==> src/rtl/minon_loader_pkg.sv <==
// Shared types for the program loader and the CPU instruction cache.
// Optional checksum byte is enabled by defining LOADER_CHECKSUM_EN.
package minon_loader_pkg;

  typedef enum logic [2:0] {
    IDLE,
    LEN0,
    LEN1,
    DATA,
    CSUM,
    DONE,
    ERR
  } loader_state_e;

  localparam logic [7:0] LOADER_MAGIC_DEFAULT = 8'hA5;

  // Instruction word as seen by the CPU instCache write port.
  typedef logic [31:0] word_t;

  typedef logic [1:0] lane_t;
  localparam lane_t LANE_LAST = 2'd3;

endpackage

==> src/rtl/loader_word_pack.sv <==
// Packs four little-endian bytes into one instruction word; emits a
// one-cycle word_valid pulse the cycle after the fourth byte is taken.
module loader_word_pack
  import minon_loader_pkg::*;
(
  input  logic       i_clk,
  input  logic       i_reset,
  input  logic       i_clear,
  input  logic       i_byte_valid,
  input  logic [7:0] i_byte,
  output logic       o_lane_last,
  output logic       o_word_valid,
  output word_t      o_word
);

  lane_t       r_lane;
  logic [23:0] r_acc;
  logic        r_word_valid;
  word_t       r_word;

  assign o_lane_last  = (r_lane == LANE_LAST);
  assign o_word_valid = r_word_valid;
  assign o_word       = r_word;

  always_ff @(posedge i_clk) begin
    if (i_reset) begin
      r_lane       <= '0;
      r_word_valid <= 1'b0;
      r_word       <= '0;
    end else begin
      r_word_valid <= 1'b0;
      if (i_clear) begin
        r_lane <= '0;
      end else if (i_byte_valid) begin
        r_lane <= r_lane + 2'd1;
        if (r_lane == LANE_LAST) begin
          r_word_valid <= 1'b1;
          r_word       <= {i_byte, r_acc};
        end
      end
    end
  end

  // Shift right so byte 0 lands in the low lane after three shifts.
  always_ff @(posedge i_clk) begin
    // NOTE: no reset here; every lane is rewritten by the current word's bytes before it is read.
    if (i_byte_valid) begin
      r_acc <= {i_byte, r_acc[23:8]};
    end
  end

endmodule

==> src/rtl/prog_loader.sv <==
// Framed byte-stream loader into the instruction cache; holds the CPU until done.
// Define LOADER_CHECKSUM_EN to require a trailing XOR checksum byte after the payload.
module prog_loader
  import minon_loader_pkg::*;
#(
  parameter int          ADDR_W        = 8,
  parameter int unsigned START_ADDR    = 0,
  parameter logic [7:0]  MAGIC         = LOADER_MAGIC_DEFAULT,
  parameter bit          HOLD_AT_RESET = 1'b1
) (
  input  logic              CLOCK_50,
  input  logic              RESET,
  input  logic              in_valid,
  input  logic [7:0]        in_data,
  output logic              in_ready,
  output logic              imem_we,
  output logic [ADDR_W-1:0] imem_addr,
  output word_t             imem_wdata,
  output logic              cpu_hold,
  output logic              done,
  output logic              error
);

  localparam logic [16:0]       CAPACITY = 17'(1 << ADDR_W);
  localparam logic [ADDR_W-1:0] START    = ADDR_W'(START_ADDR);
`ifdef LOADER_CHECKSUM_EN
  localparam loader_state_e PAYLOAD_END = CSUM;
`else
  localparam loader_state_e PAYLOAD_END = DONE;
`endif

  loader_state_e     r_state;
  loader_state_e     w_next_state;
  logic              w_accept;
  logic              w_start;
  logic              w_data_byte;
  logic              w_lane_last;
  logic              w_last_word;
  logic              w_word_valid;
  word_t             w_word;
  logic [15:0]       w_count;
  logic [7:0]        r_count_lo;
  logic [15:0]       r_count;
  logic [15:0]       r_word_cnt;
  logic [ADDR_W-1:0] r_imem_addr;
`ifdef LOADER_CHECKSUM_EN
  logic [7:0]        r_csum;
`endif

  assign w_accept    = in_valid & in_ready;
  assign w_start     = w_accept && (in_data == MAGIC) && (r_state == IDLE || r_state == DONE);
  assign w_data_byte = w_accept && (r_state == DATA);
  assign w_count     = {in_data, r_count_lo};
  assign w_last_word = (r_word_cnt == r_count - 16'd1);

  always_ff @(posedge CLOCK_50) begin
    // NOTE: sequential state uses non-blocking assignment so every register samples pre-edge values.
    if (RESET) begin
      r_state <= IDLE;
    end else begin
      r_state <= w_next_state;
    end
  end

  always_comb begin
    // NOTE: default assignment first, so no path through the case leaves w_next_state unassigned (latch).
    w_next_state = r_state;
    case (r_state)
      IDLE, DONE: begin
        if (w_start) w_next_state = LEN0;
      end
      LEN0: begin
        if (w_accept) w_next_state = LEN1;
      end
      LEN1: begin
        if (w_accept) begin
          if (w_count == 16'd0)                w_next_state = PAYLOAD_END;
          else if ({1'b0, w_count} > CAPACITY) w_next_state = ERR;
          else                                 w_next_state = DATA;
        end
      end
      DATA: begin
        if (w_data_byte && w_lane_last && w_last_word) w_next_state = PAYLOAD_END;
      end
      CSUM: begin
`ifdef LOADER_CHECKSUM_EN
        if (w_accept) w_next_state = (in_data == r_csum) ? DONE : ERR;
`else
        w_next_state = ERR;
`endif
      end
      ERR:     w_next_state = ERR;
      default: w_next_state = ERR;
    endcase
  end

  // Moore outputs; IDLE is only reachable through RESET, so it carries the reset hold value.
  always_comb begin
    in_ready = (r_state != ERR);
    done     = (r_state == DONE);
    error    = (r_state == ERR);
    cpu_hold = (r_state == IDLE) ? HOLD_AT_RESET : (r_state != DONE);
  end

  always_ff @(posedge CLOCK_50) begin
    if (RESET) begin
      r_count_lo  <= '0;
      r_count     <= '0;
      r_word_cnt  <= '0;
      r_imem_addr <= START;
    end else begin
      if (w_start) r_word_cnt <= '0;
      if (r_state == LEN0 && w_accept) r_count_lo <= in_data;
      if (r_state == LEN1 && w_accept) r_count <= w_count;
      // Address is registered alongside the packed word so both appear with imem_we.
      if (w_data_byte && w_lane_last) begin
        r_imem_addr <= START + ADDR_W'(r_word_cnt);
        r_word_cnt  <= r_word_cnt + 16'd1;
      end
    end
  end

`ifdef LOADER_CHECKSUM_EN
  always_ff @(posedge CLOCK_50) begin
    if (RESET) begin
      r_csum <= '0;
    end else if (w_start) begin
      r_csum <= '0;
    end else if (w_data_byte) begin
      r_csum <= r_csum ^ in_data;
    end
  end
`endif

  loader_word_pack u_word_pack (
    .i_clk        (CLOCK_50),
    .i_reset      (RESET),
    .i_clear      (w_start),
    .i_byte_valid (w_data_byte),
    .i_byte       (in_data),
    .o_lane_last  (w_lane_last),
    .o_word_valid (w_word_valid),
    .o_word       (w_word)
  );

  assign imem_we    = w_word_valid;
  assign imem_wdata = w_word;
  assign imem_addr  = r_imem_addr;

endmodule

==> config.mk <==
export PLATFORM = sky130hd
export DESIGN_NAME = prog_loader
export DESIGN_NICKNAME = d
export VERILOG_FILES = /design/src/rtl/minon_loader_pkg.sv /design/src/rtl/loader_word_pack.sv /design/src/rtl/prog_loader.sv
export SDC_FILE = /design/constraint.sdc
export NUM_CORES = 1
export LEC_CHECK = 0
export ABC_AREA = 1
export CELL_PAD_IN_SITES_DETAIL_PLACEMENT = 1
export CELL_PAD_IN_SITES_GLOBAL_PLACEMENT = 1
export CORE_ASPECT_RATIO = 2
export CORE_MARGIN = 2
export CORE_UTILIZATION = 43
export CTS_BUF_LIST = sky130_fd_sc_hd__clkbuf_8
export DETAILED_ROUTE_END_ITERATION = 10
export GPL_ROUTABILITY_DRIVEN = 0
export PLACE_DENSITY_LB_ADDON = 0.1
export SYNTH_ARGS = -nofsm -noshare
export SYNTH_HDL_FRONTEND = slang
export SYNTH_SLANG_ARGS = --single-unit
==> constraint.sdc <==
create_clock -name CLOCK_50 -period 2.32 [get_ports CLOCK_50]
set_input_delay 0.464 -clock CLOCK_50 [delete_from_list [all_inputs] [get_ports CLOCK_50]]
set_output_delay 0.464 -clock CLOCK_50 [all_outputs]
set_load 0.03 [all_outputs]
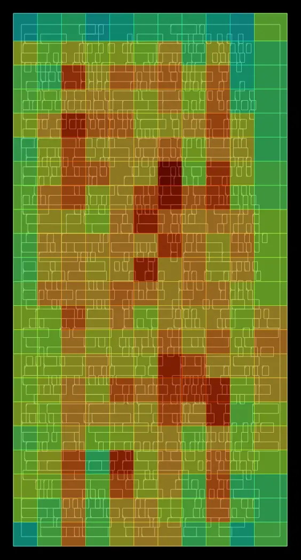
*Track usage over the die*
met1 global-route usage: 24.2%
GR Util met3: 3.96%
met2 Track Usage GR: 51.3%
GRT Total Usage: 25.3%
routed wire length per instance: 17.7 um

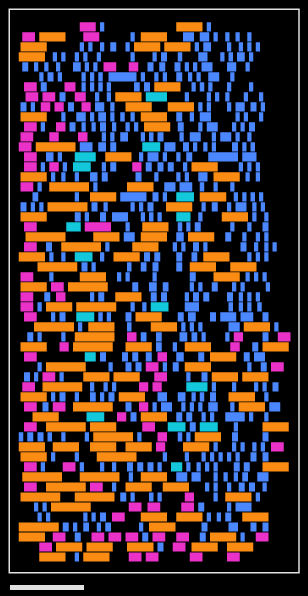
*Cells coloured by class*
Bar = 20 um.
remaining logic cells: marked blue, cells 477, share of their area 40%. remaining buffers and delay cells: marked magenta, cells 78, share of their area 13%. registers: marked orange, cells 110, share of their area 43%. clock drivers and dummy loads: marked cyan, cells 16, share of their area 3.8%.

==> impl_metrics.toml <==
# synthesis and place-and-route metrics
[hold_path]
min_path_type = "reg2reg"
hold_depth = 0
min_to = "u_word_pack.r_acc[7]$_DFFE_PP_"

[yosys]
flop_cell = "dfxtp_1"
synth_top_area_share_pct = 36.2
ys_seq_share_pct = 51.3
top_area_cell = "dfxtp_1"
synth_nets = 621
syn_inst = 607
netlist_area_mm2 = 0.00476
synth-area-yosys_mm2 = 0.00476
synth-simple-area-share_pct = 25.5
synthTopLogicFamily = "simple AND/OR/NAND/NOR gates"
yosysCellCount = 607

[die]
die_h_um = 153

[global_route]
gr-total-overflow = 0
grt_pass1_wl_um = 23300

[final_timing]
hold_viol = 0
skew_ps = 18.2
relSlewSlack_pct = 63.7
tightestPinTransition_ps = 544

[power]
combinationalPower_mw = 1.43
power_top_consumer = "sequential cells"
switching_share_pct = 37.3
pwr-share-clk_pct = 24.5
p_clk_mw = 1.17
p_per_area_mw_per_mm2 = 826
pg_seq_mw = 2.19

[worst_setup_path]
crit_arrival_ps = 1710
worstSetupEndpointType = "primary output"
crit_fanout = 4
cp.required_ps = 1860
worstReg2RegEnd = "r_state[0]$_SDFFE_PP0P_"
ff2ff_setup_slack_ps = 210

[placement]
dp_slack_ps = -14.7
dp.cells = 805

[finish]
drive_above_1_share_pct = 8.52
final_util_pct = 53.4
area_growth_pct = 22.0
design_area_mm2 = 0.00581

[routing]
met3_length_um = 331
met1_length_um = 5090
post_drt_via_cell_ratio = 5.28
drt-total-wl_um = 14500
vias = 4333
firstDrtPassIters = 4
highest_layer = "met4"
drt_iter0_markers = 186
met2_wirelength_um = 8650

[clocking]
cts_buffer_depth = 2
clk_transition_reported_paths_ps = 110
htree_levels = 3
clk_latency_ps = 390
ctsHoldBuffers = 0
cts-root-buf = "clkbuf_8"

[run_status]
status = "finished, final reports clean"

[flow_run]
drv_cap = 0
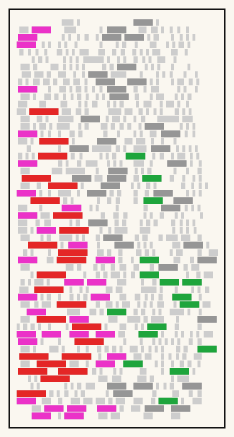
*Sequential cells coloured by netlist name*
Other sequential cells in the stronger grey, the rest of the logic in the fainter grey.
`u_word_pack.o_word`: marked magenta, placed flops 32. `r_word_cnt`: marked green, placed flops 16. `u_word_pack.r_acc`: marked red, placed flops 24.
Another 38 sequential cells are not coloured.

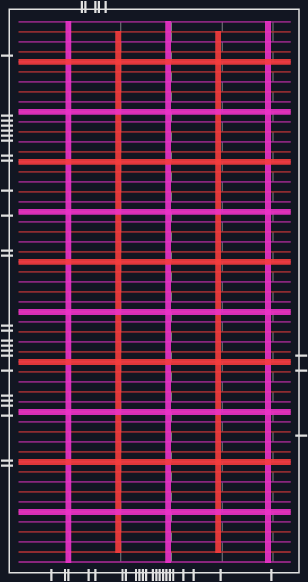
*Floorplan with the power grid*
Pins as bars on the die edge. Tap cells in grey.
VSS: marked magenta. VDD: marked red.
140 tap cells. The core has 54 rows. 10 straps on met5.

==> final cells by class <==
type	instances	area [um2]	share of cell area, %
Inverter	54	203	3.49
Clock inverter	7	88.8	1.53
Multi-Input combinational cell	423	2040	35.1
Timing Repair Buffer	78	738	12.7
Sequential cell	110	2440	42.1
Tap cell	140	175	3.02
Clock buffer	9	124	2.13
==> state kept, by name, summed over array words and instances, names as in the netlist <==
register / cells
r_word_cnt: 16
r_count: 16
u_word_pack.o_word_valid: 1
imem_addr: 8
r_count_lo: 8
u_word_pack.r_acc: 24
r_state: 3
u_word_pack.r_lane: 2
u_word_pack.o_word: 32
==> what timing repair did <==
action / 4_1_cts / 5_1_grt
setup endpoints to repair: 2 / 2
gates resized: 2 / 2
pin swaps: 0 / 0
setup buffers: 0 / 0
cloned: 0 / 0
No activity file was given, so power comes from the tool's default toggle rates.
